[src/rtl/avg_speed_engine.sv]
// Trip average-speed engine: latches distance/time, runs one shared-divider
// division, then saturates and registers the result in tenths of km/h or mph.
// Optional max-speed tracking is built when AVG_SPEED_MAX_TRACK_EN is defined.
module avg_speed_engine #(
  parameter int DIST_W      = 16,
  parameter int TIME_W      = 16,
  parameter int DIV_W       = 32,
  parameter int OUT_W       = 10,
  parameter int SAT_MAX     = 999,
  parameter int MIN_TIME    = 5,
  parameter int REFRESH_CYC = 1000000,
  parameter int TIMEOUT     = 4096
) (
  input  logic              clk,
  input  logic              rst,
  input  logic              en,
  input  logic              start,
  input  logic              unit_mph,
  input  logic [DIST_W-1:0] trip_dist,
  input  logic [TIME_W-1:0] trip_time,
  input  logic              div_busy,
  input  logic              div_ready,
  input  logic [DIV_W-1:0]  div_quot,
  output logic              div_start,
  output logic [DIV_W-1:0]  div_dividend,
  output logic [DIV_W-1:0]  div_divisor,
  output logic [OUT_W-1:0]  avg_speed,
  output logic              valid,
  output logic              sat,
  output logic              err_timeout,
  output logic [OUT_W-1:0]  max_speed
);

  // Divider handshake: div_start is a 1-cycle pulse issued only after div_busy
  // was seen low; the divider acknowledges by raising div_busy and delivers the
  // quotient with a 1-cycle div_ready pulse. state_q is the observable FSM state.
  typedef enum logic [2:0] {
    S_IDLE     = 3'd0,
    S_LATCH    = 3'd1,
    S_REQ      = 3'd2,
    S_WAIT_ACK = 3'd3,
    S_WAIT_RES = 3'd4
  } state_t;

  localparam int RC_W    = (REFRESH_CYC > 1) ? $clog2(REFRESH_CYC) : 1;
  localparam int RC_LAST = (REFRESH_CYC > 0) ? REFRESH_CYC - 1 : 0;
  localparam bit RC_EN   = (REFRESH_CYC > 0);
  localparam int TO_W    = $clog2(TIMEOUT + 1);

  state_t            state_q, state_d;
  logic [RC_W-1:0]   ref_cnt_q, ref_cnt_d;
  logic [TO_W-1:0]   to_cnt_q, to_cnt_d;
  logic [DIST_W-1:0] dist_q, dist_d;
  logic [TIME_W-1:0] time_q, time_d;
  logic              mph_q, mph_d;
  logic              div_start_q, div_start_d;
  logic [DIV_W-1:0]  dividend_q, dividend_d;
  logic [DIV_W-1:0]  divisor_q, divisor_d;
  logic [OUT_W-1:0]  avg_q, avg_d;
  logic              valid_q, valid_d;
  logic              sat_q, sat_d;
  logic              err_q, err_d;

  logic              ref_hit;
  logic              to_hit;
  logic              res_sat;
  logic [OUT_W-1:0]  res_val;
  logic [DIV_W-1:0]  dist_ext, time_ext, dvd_kmh, dvd_mph, dvs_mph;

  assign ref_hit  = RC_EN && (ref_cnt_q == RC_W'(RC_LAST));
  assign to_hit   = (to_cnt_q == TO_W'(TIMEOUT - 1));
  assign res_sat  = (div_quot > DIV_W'(SAT_MAX));
  assign res_val  = res_sat ? OUT_W'(SAT_MAX) : div_quot[OUT_W-1:0];

  // mph scaling: 3.6 / 1.609344 ~= 5727/2560, so time is pre-shifted by 8.
  assign dist_ext = DIV_W'(dist_q);
  assign time_ext = DIV_W'(time_q);
  assign dvd_kmh  = dist_ext * DIV_W'(36);
  assign dvd_mph  = dist_ext * DIV_W'(5727);
  assign dvs_mph  = time_ext << 8;

  always_comb begin
    state_d     = state_q;
    ref_cnt_d   = ref_cnt_q;
    to_cnt_d    = to_cnt_q;
    dist_d      = dist_q;
    time_d      = time_q;
    mph_d       = mph_q;
    div_start_d = 1'b0;
    dividend_d  = dividend_q;
    divisor_d   = divisor_q;
    avg_d       = avg_q;
    valid_d     = valid_q;
    sat_d       = sat_q;
    err_d       = err_q;
    if (!en) begin
      div_start_d = div_start_q;
      valid_d     = 1'b0;
    end else begin
      case (state_q)
        S_IDLE: begin
          if (start || ref_hit) begin
            state_d   = S_LATCH;
            valid_d   = 1'b0;
            ref_cnt_d = '0;
          end else if (RC_EN) begin
            ref_cnt_d = ref_cnt_q + 1'b1;
          end
        end
        S_LATCH: begin
          dist_d = trip_dist;
          time_d = trip_time;
          mph_d  = unit_mph;
          if (trip_time < TIME_W'(MIN_TIME)) begin
            avg_d   = '0;
            sat_d   = 1'b0;
            valid_d = 1'b1;
            state_d = S_IDLE;
          end else begin
            to_cnt_d = '0;
            state_d  = S_REQ;
          end
        end
        S_REQ: begin
          if (!div_busy) begin
            div_start_d = 1'b1;
            dividend_d  = mph_q ? dvd_mph : dvd_kmh;
            divisor_d   = mph_q ? dvs_mph : time_ext;
            to_cnt_d    = '0;
            state_d     = S_WAIT_ACK;
          end else if (to_hit) begin
            err_d   = 1'b1;
            state_d = S_IDLE;
          end else begin
            to_cnt_d = to_cnt_q + 1'b1;
          end
        end
        S_WAIT_ACK: begin
          if (div_busy) begin
            to_cnt_d = '0;
            state_d  = S_WAIT_RES;
          end else if (to_hit) begin
            err_d   = 1'b1;
            state_d = S_IDLE;
          end else begin
            to_cnt_d = to_cnt_q + 1'b1;
          end
        end
        S_WAIT_RES: begin
          if (div_ready) begin
            avg_d   = res_val;
            sat_d   = res_sat;
            valid_d = 1'b1;
            state_d = S_IDLE;
          end else if (to_hit) begin
            err_d   = 1'b1;
            state_d = S_IDLE;
          end else begin
            to_cnt_d = to_cnt_q + 1'b1;
          end
        end
        default: state_d = S_IDLE;
      endcase
    end
  end

  always_ff @(posedge clk) begin
    if (rst) begin
      state_q     <= S_IDLE;
      ref_cnt_q   <= '0;
      to_cnt_q    <= '0;
      dist_q      <= '0;
      time_q      <= '0;
      mph_q       <= 1'b0;
      div_start_q <= 1'b0;
      dividend_q  <= '0;
      divisor_q   <= '0;
      avg_q       <= '0;
      valid_q     <= 1'b0;
      sat_q       <= 1'b0;
      err_q       <= 1'b0;
    end else begin
      state_q     <= state_d;
      ref_cnt_q   <= ref_cnt_d;
      to_cnt_q    <= to_cnt_d;
      dist_q      <= dist_d;
      time_q      <= time_d;
      mph_q       <= mph_d;
      div_start_q <= div_start_d;
      dividend_q  <= dividend_d;
      divisor_q   <= divisor_d;
      avg_q       <= avg_d;
      valid_q     <= valid_d;
      sat_q       <= sat_d;
      err_q       <= err_d;
    end
  end

  assign div_start    = div_start_q & en;
  assign div_dividend = dividend_q;
  assign div_divisor  = divisor_q;
  assign avg_speed    = avg_q;
  assign valid        = valid_q & en;
  assign sat          = sat_q;
  assign err_timeout  = err_q;

`ifdef AVG_SPEED_MAX_TRACK_EN
  logic [OUT_W-1:0] max_q, max_d;

  // Only divider results count; the short-trip zero result never raises the max.
  always_comb begin
    max_d = max_q;
    if (en && (state_q == S_WAIT_RES) && div_ready && (res_val > max_q)) max_d = res_val;
  end

  always_ff @(posedge clk) begin
    if (rst) max_q <= '0;
    else     max_q <= max_d;
  end

  assign max_speed = max_q;
`else
  assign max_speed = '0;
`endif

endmodule

[config.mk]
export PLATFORM = sky130hd
export DESIGN_NAME = avg_speed_engine
export DESIGN_NICKNAME = d
export VERILOG_FILES = /design/src/rtl/avg_speed_engine.sv
export SDC_FILE = /design/constraint.sdc
export NUM_CORES = 1
export LEC_CHECK = 0
export ABC_CLOCK_PERIOD_IN_PS = 5300
export CAP_MARGIN = 25
export CELL_PAD_IN_SITES_DETAIL_PLACEMENT = 0
export CELL_PAD_IN_SITES_GLOBAL_PLACEMENT = 1
export CORE_MARGIN = 2
export CORE_UTILIZATION = 38
export DETAILED_ROUTE_END_ITERATION = 7
export PLACE_DENSITY = 0.8
export SLEW_MARGIN = 10
export SYNTH_ARGS = -nofsm -noshare
export SYNTH_HDL_FRONTEND = slang
export SYNTH_SLANG_ARGS = --single-unit
export TNS_END_PERCENT = 1
[constraint.sdc]
create_clock -name clk -period 5.3 [get_ports clk]
set_clock_uncertainty 0.15 [all_clocks]
set_input_delay 1.06 -clock clk [delete_from_list [all_inputs] [get_ports clk]]
set_output_delay 1.06 -clock clk [all_outputs]
set_load 0.01 [all_outputs]
Figure 1. Metal 2 (run 1).
Scale: 1.5 px per um.
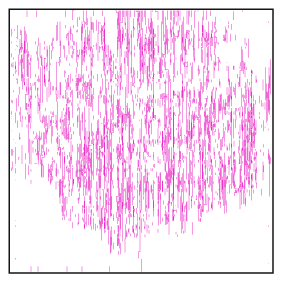
longest straight run: 81.9 um
share of all routed wire: 48%
wire length on this layer: 14,000 um
nets with wire on the layer: 1,432
met2 Use GR: 0.332
final WL: 29,400 um
total number of vias: 9,292

Figure 2. The metal 3 layer (run 1).
Scale: 1.5 px per um. Cells faint in the background.
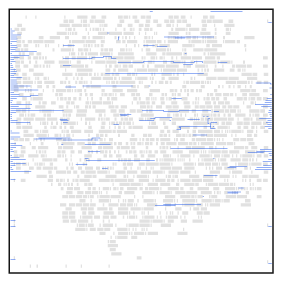
longest straight run: 65.3 um
nets with wire on the layer: 141
main direction: horizontal
wire length on this layer: 1,260 um

==> results.ini, run 1 <==
[setup_path]
cp.required_ns = 5.48
crit_arrival_ns = 5.38
worstPathMaxFanout = 3
cpMostUsedCell = fa_1
worstPathCellList = inv_2 -> fa_1 -> fa_1 -> fa_1 -> inv_1 -> fa_1 -> inv_1 -> fa_1 -> inv_2 -> ha_4 -> a2111o_1 -> o221a_4 -> a21o_4 -> a22o_4 -> a311oi_2 -> xnor2_1 -> a22o_1
reg2reg_slack_ns = 0.09
worstSetupPathType = flop to flop
r2r-end = div_dividend[28]
crit_path_end_kind = flop
cp-start-kind = flop

[layout]
lay_top_cells = inv_1, clkdlybuf4s50_1, dfxtp_1, nand2_1, ha_1
syn_to_final_growth_pct = 25.5
stdcell_area_mm2 = 0.0139
final_common_cell = inv_1
drive_above_1_share = 0.0986
diodes = 0
nets = 1723

[global_routing]
grtUsageMet1 = 0.269
busiest_layer = met2
grt_use_met3 = 0.0318
grt_pass1_vias = 9307
antenna_found_initial = 1
grt_usage = 0.198
overflow = 0

[pwr]
p_per_area_mw_per_mm2 = 209
internal_power_mw = 2.11
clock_power_share = 0.455
p_seq_frac = 0.363
total_power_mw = 2.90
p_sw_frac = 0.274
cellLeakagePower_nw = 6.04

[floorplan]
fp_util = 0.386
core-area_mm2 = 0.0287
dieArea_mm2 = 0.0305
pin_count = 159

[clock_network]
cts_hold_buffers = 0
cts.clk_slew.worst_paths_ns = 0.06
clock.latency.late_pin_ns = 0.43
clock-root-buffer = clkbuf_16
cts_made_buffers = 17
cts_num_sinks = 136
cts_buffer_depth = 2
htree_levels = 4

[drt]
drtIter0Drc = 636
via_per_inst = 5.06
wl_per_cell_um = 16.0
drtAntennaViolNets = 0

[yosys]
yosysWarnings = 0
synthTopCellsByArea = dfxtp_1, fa_1, ha_1
synth_cell_types = 73
yosys-stat-cells = 1272
synth_top_area_share = 0.246
flop_cell = dfxtp_1
synth_flops = 136
edf_count = 0
async_reset_ff_frac = 0
syn_area_per_cell_um2 = 8.71
ys_chip_area_mm2 = 0.0111
yosysSeqAreaShare = 0.246
netlist_area_mm2 = 0.0111
syn_inst = 1272
synth.largest_area_cell = dfxtp_1

[hold_path]
holdPathEnd = div_start_q
min_from = div_start_q
hold_path.class = flop to flop
hold_path_depth = 2

[timing]
setup_viol = 0
hold_viol = 0
worstMarginPinSlew_ns = 0.974
period_needed_ns = 5.21
period_used_share = 0.982
clock.fmax_mhz = 192
slew_headroom = 0.348
slew_violations = 0
rsz0062_at_grt = yes
holdWs_ns = 0.300

[run]
warnings = 31
drv_cap = 0

[outcome]
status = complete, no violations

[placed_design]
place_congestion = 0.880
hpwl_um = 23100

Figure 3. PDN straps and rails (run 1).
Scale: 2 px per um. Pins as bars on the die edge. Tap cells in grey.
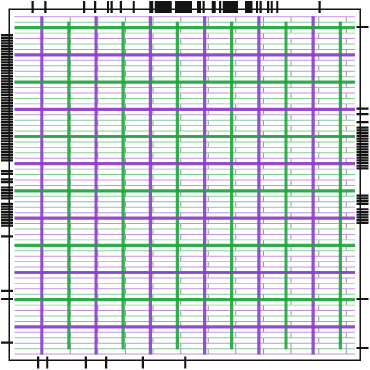
| colour | net |
|---|---|
| green | VDD |
| purple | VSS |
met1 rails: 63
met4 straps: 12
tap cells: 384
met5 straps: 12
peak supply drop: 0.232 mV
Die Y: 175 um
die x size: 175 um

==> run 1: through the flow <==
| stage | std cells | TNS, ns | util | setup WS, ns |
|---|---|---|---|---|
| after floorplan | 1292 | 0 | - | 0.00626 |
| after global placement | 1803 | -0.0173 | 0.455 | -0.0173 |
| after detailed placement | 1803 | -0.188 | 0.455 | -0.0527 |
| after CTS | 1834 | 0 | 0.478 | 0.00181 |
| after global routing | 1835 | -0.261 | 0.484 | -0.0779 |
| final | 1835 | 0 | 0.484 | 0.0931 |
==> run 1: power groups by stage <==
stage | registers, mW | clock network [mW] | logic, mW
after floorplan | 1.07 | 0 | 0.334
after global placement | 1.08 | 0 | 0.498
after detailed placement | 1.08 | 0 | 0.507
after CTS | 1.05 | 1.35 | 0.512
after global routing | 1.06 | 1.39 | 0.597
final | 1.05 | 1.32 | 0.529
==> run 1: cell families after synthesis <==
logic type      count (synthesis)  share of synthesized area
xor+xnor                       59                     0.0466
buf+inv                       245                     0.0939
fa+ha+maj                     214                      0.304
flops                         136                      0.246
simple gates                  350                      0.145
other cells                     1                   0.000338
mux                            19                     0.0174
compound gates                248                      0.147
==> run 1: registers in the layout, indices dropped and copies added, names as in the netlist <==
register / cells
mph_q: 1
div_dividend: 29
time_q: 16
valid_q: 1
div_divisor: 24
dist_q: 16
ref_cnt_q: 20
div_start_q: 1
sat: 1
state_q: 3
to_cnt_q: 13
err_timeout: 1
avg_speed: 10
==> run 1: critical path, delay by kind of cell (launching register included) <==
family                   cells  cell delay (ns)
buffers and inverters        4             0.20
XOR/XNOR                     1             0.10
flip-flops                   1             0.33
adder cells (fa/ha/maj)      6             2.74
AND-OR/OR-AND                6             1.58
==> run 1: cell usage after synthesis, drive strengths merged, types with 6 or more instances <==
master / n
mux2i: 17
clkbuf: 36
inv: 179
nor4: 13
o21a: 9
nand3b: 11
fa: 92
a211oi: 25
dfxtp: 136
xnor2: 32
a21oi: 95
nand2b: 11
nor2: 106
a2111oi: 6
xor2: 27
buf: 30
nand2: 123
nand4: 12
a22o: 8
nand3: 25
and3: 7
o21ai: 41
ha: 121
nor3: 18
a21o: 18
==> run 1: timing repair <==
item | CTS | global route
resized | 6 | 37
endpoints found under the setup margin | 8 | 15
pin swaps | 7 | 19
buffers inserted | 0 | 1
==> run 1: how the worst max path moves through the flow <==
stage                     startpoint  slack [ns]               end
after floorplan           dist_q[13]       0.006  div_dividend[26]
after global placement     dist_q[8]       -0.02  div_dividend[26]
after detailed placement   dist_q[8]       -0.05  div_dividend[28]
after CTS                 dist_q[11]       0.002  div_dividend[28]
after global routing       dist_q[4]       -0.08  div_dividend[28]
final                      dist_q[9]        0.09  div_dividend[28]
==> run 1: per-layer routing <==
metal / wire length (um) / part of all wire
met5: 13 / 0.00044
met4: 304 / 0.010
met3: 1260 / 0.043
met2: 14000 / 0.48
met1: 13800 / 0.47
==> run 1: layout make-up <==
type,count,area [um^2]
fill,2740,14800
inverter,179,674
timing repair buffer,194,1810
multi-input combinational,911,7560
clock buffer,17,425
clock inverter,14,221
sequential,136,2740
tap,384,480
==> run 2, diff against run 1 <==
--- a/constraint.sdc
+++ b/constraint.sdc
@@ -4,2 +4,2 @@
 set_output_delay 1.06 -clock clk [all_outputs]
-set_load 0.01 [all_outputs]
+set_load 0.05 [all_outputs]
Figure 4. Clock wiring as the flow saved it (run 2).
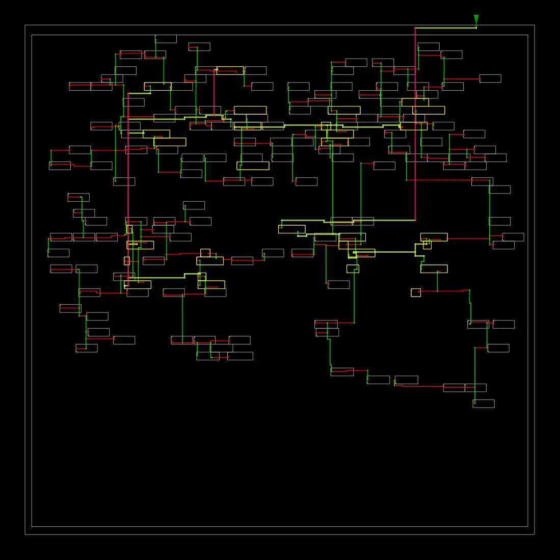
clock sinks: 136
sequential cell count: 136
Clk. pwr: 1.32 mW
Clock buffer cells: 17
cts bufs inserted: 17

Figure 5. Metal 2 (run 2).
Scale: 1.5 px per um.
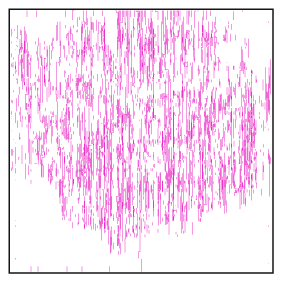
main direction: vertical
share of all routed wire: 48%
longest straight run: 81.9 um

==> results.ini, run 2 <==
[layout]
largest_reg_flops = 29  ; unchanged
nets = 1723  ; unchanged
fillCellCount = 2740  ; unchanged
final_common_cell = inv_1

[drt]
route.top_layer_used = met5
drtAntennaViolNets = 0  ; unchanged
wl_met1_um = 13800  ; unchanged

[pwr]
cellLeakagePower_nw = 6.04  ; unchanged
total_power_mw = 2.94  ; +1.3%
vdd_drop_max_mv = 0.232  ; about the same
p_per_area_mw_per_mm2 = 211  ; +1.3%

[yosys]
syn_area_per_cell_um2 = 8.71  ; unchanged
top_cells_by_count = inv_1, dfxtp_1, nand2_1, ha_1, nor2_1
yosysSeqAreaShare = 0.246  ; unchanged
synth_flops = 136  ; unchanged
synth.largest_area_cell = dfxtp_1
syn_inst = 1272  ; unchanged
ys_chip_area_mm2 = 0.0111  ; unchanged

[floorplan]
core-area_mm2 = 0.0287  ; unchanged
die-width_um = 175  ; unchanged
pin_count = 159  ; unchanged

[timing]
clock.fmax_mhz = 192  ; unchanged
slew_headroom = 0.348  ; unchanged
setup_tns_ns = 0  ; unchanged
hold_viol = 0  ; unchanged
worstMarginPinSlew_ns = 0.974  ; unchanged

[setup_path]
cp-start-kind = flop
worstSetupPathType = flop to flop
cp.required_ns = 5.48  ; about the same
crit_arrival_ns = 5.38  ; about the same

[clock_network]
cts_buffer_depth = 2  ; unchanged
clock-root-buffer = clkbuf_16
clock.latency.late_pin_ns = 0.43  ; about the same

[global_routing]
grt_usage = 0.198  ; unchanged
antenna_found_initial = 1  ; unchanged

[outcome]
status = complete, no violations

[placed_design]
place_congestion = 0.880  ; unchanged

==> run 2: cell counts after synthesis <==
Identical to the previous run, type by type.
==> run 2: stage by stage <==
stage                     cell area, um^2  std cells  setup WS (ns)   util  hold WS (ns)
after global placement              13100       1803        -0.0173  0.455         0.287
after detailed placement            13100       1803        -0.0527  0.455         0.292
after floorplan                     11200       1292        0.00626      -         0.282
after CTS                           13700       1834        0.00181  0.478         0.302
after global routing                13900       1835        -0.0779  0.484         0.322
final                               13900       1835         0.0931  0.484         0.300
==> run 2: repair_timing <==
item                                    CTS  global route
buffers inserted                          0             1
pin swaps                                 7            19
endpoints found under the setup margin    8            15
hold buffers                              0             0
gates resized                             6            37
==> run 2: cells by family (layout without fill, tap and decap cells) <==
family	count (synthesis)	in the layout	synth area share
AND/OR/NAND/NOR	350	350	0.145
AND-OR/OR-AND	248	248	0.147
buffers and inverters	245	404	0.0939
adder cells (fa/ha/maj)	214	214	0.304
flip-flops	136	136	0.246
XOR/XNOR	59	59	0.0466
multiplexers	19	19	0.0174
other	1	21	0.000338
==> run 2: report_power, final <==
| group | total [mW] | switching, mW | leakage, nW | internal, mW |
|---|---|---|---|---|
| Sequential | 1.05 | 0.0164 | 1.10 | 1.04 |
| Combinational | 0.566 | 0.333 | 4.62 | 0.233 |
| Clock | 1.32 | 0.483 | 0.312 | 0.838 |
| Total | 2.94 | 0.833 | 6.04 | 2.11 |
==> run 2: how the worst max path moves through the flow <==
| stage | endpoint | startpoint | cells past startpoint | slack, ns |
|---|---|---|---|---|
| floorplan | div_dividend[26] | dist_q[13] | 18 | 0.006 |
| global placement | div_dividend[26] | dist_q[8] | 17 | -0.02 |
| detailed placement | div_dividend[28] | dist_q[8] | 17 | -0.05 |
| CTS | div_dividend[28] | dist_q[11] | 18 | 0.002 |
| global route | div_dividend[28] | dist_q[4] | 17 | -0.08 |
| finish | div_dividend[28] | dist_q[9] | 17 | 0.09 |
==> run 2: layout make-up <==
type	instances	area (um^2)	area share
Tap cell	384	480	0.0346
Clock buffer	17	425	0.0306
Inverter	179	674	0.0485
Sequential cell	136	2740	0.197
Clock inverter	14	221	0.0159
Multi-Input combinational cell	911	7560	0.544
Timing Repair Buffer	194	1810	0.130
==> run 2: critical path: cells and delay by family (launching register included) <==
family	cells	cell delay [ns]
AND-OR/OR-AND	6	1.58
adder cells (fa/ha/maj)	6	2.74
flip-flops	1	0.33
XOR/XNOR	1	0.10
buffers and inverters	4	0.20
==> run 2: per-layer routing <==
| layer | GRT usage | vias to the layer above |
|---|---|---|
| met2 | 0.332 | 214 |
| met5 | 0 | - |
| met3 | 0.0318 | 23 |
| met4 | 0.0406 | 2 |
| met1 | 0.269 | 4482 |
| li1 | - | 4571 |
Power figures rest on the tool's default switching activity, not on a simulated workload.
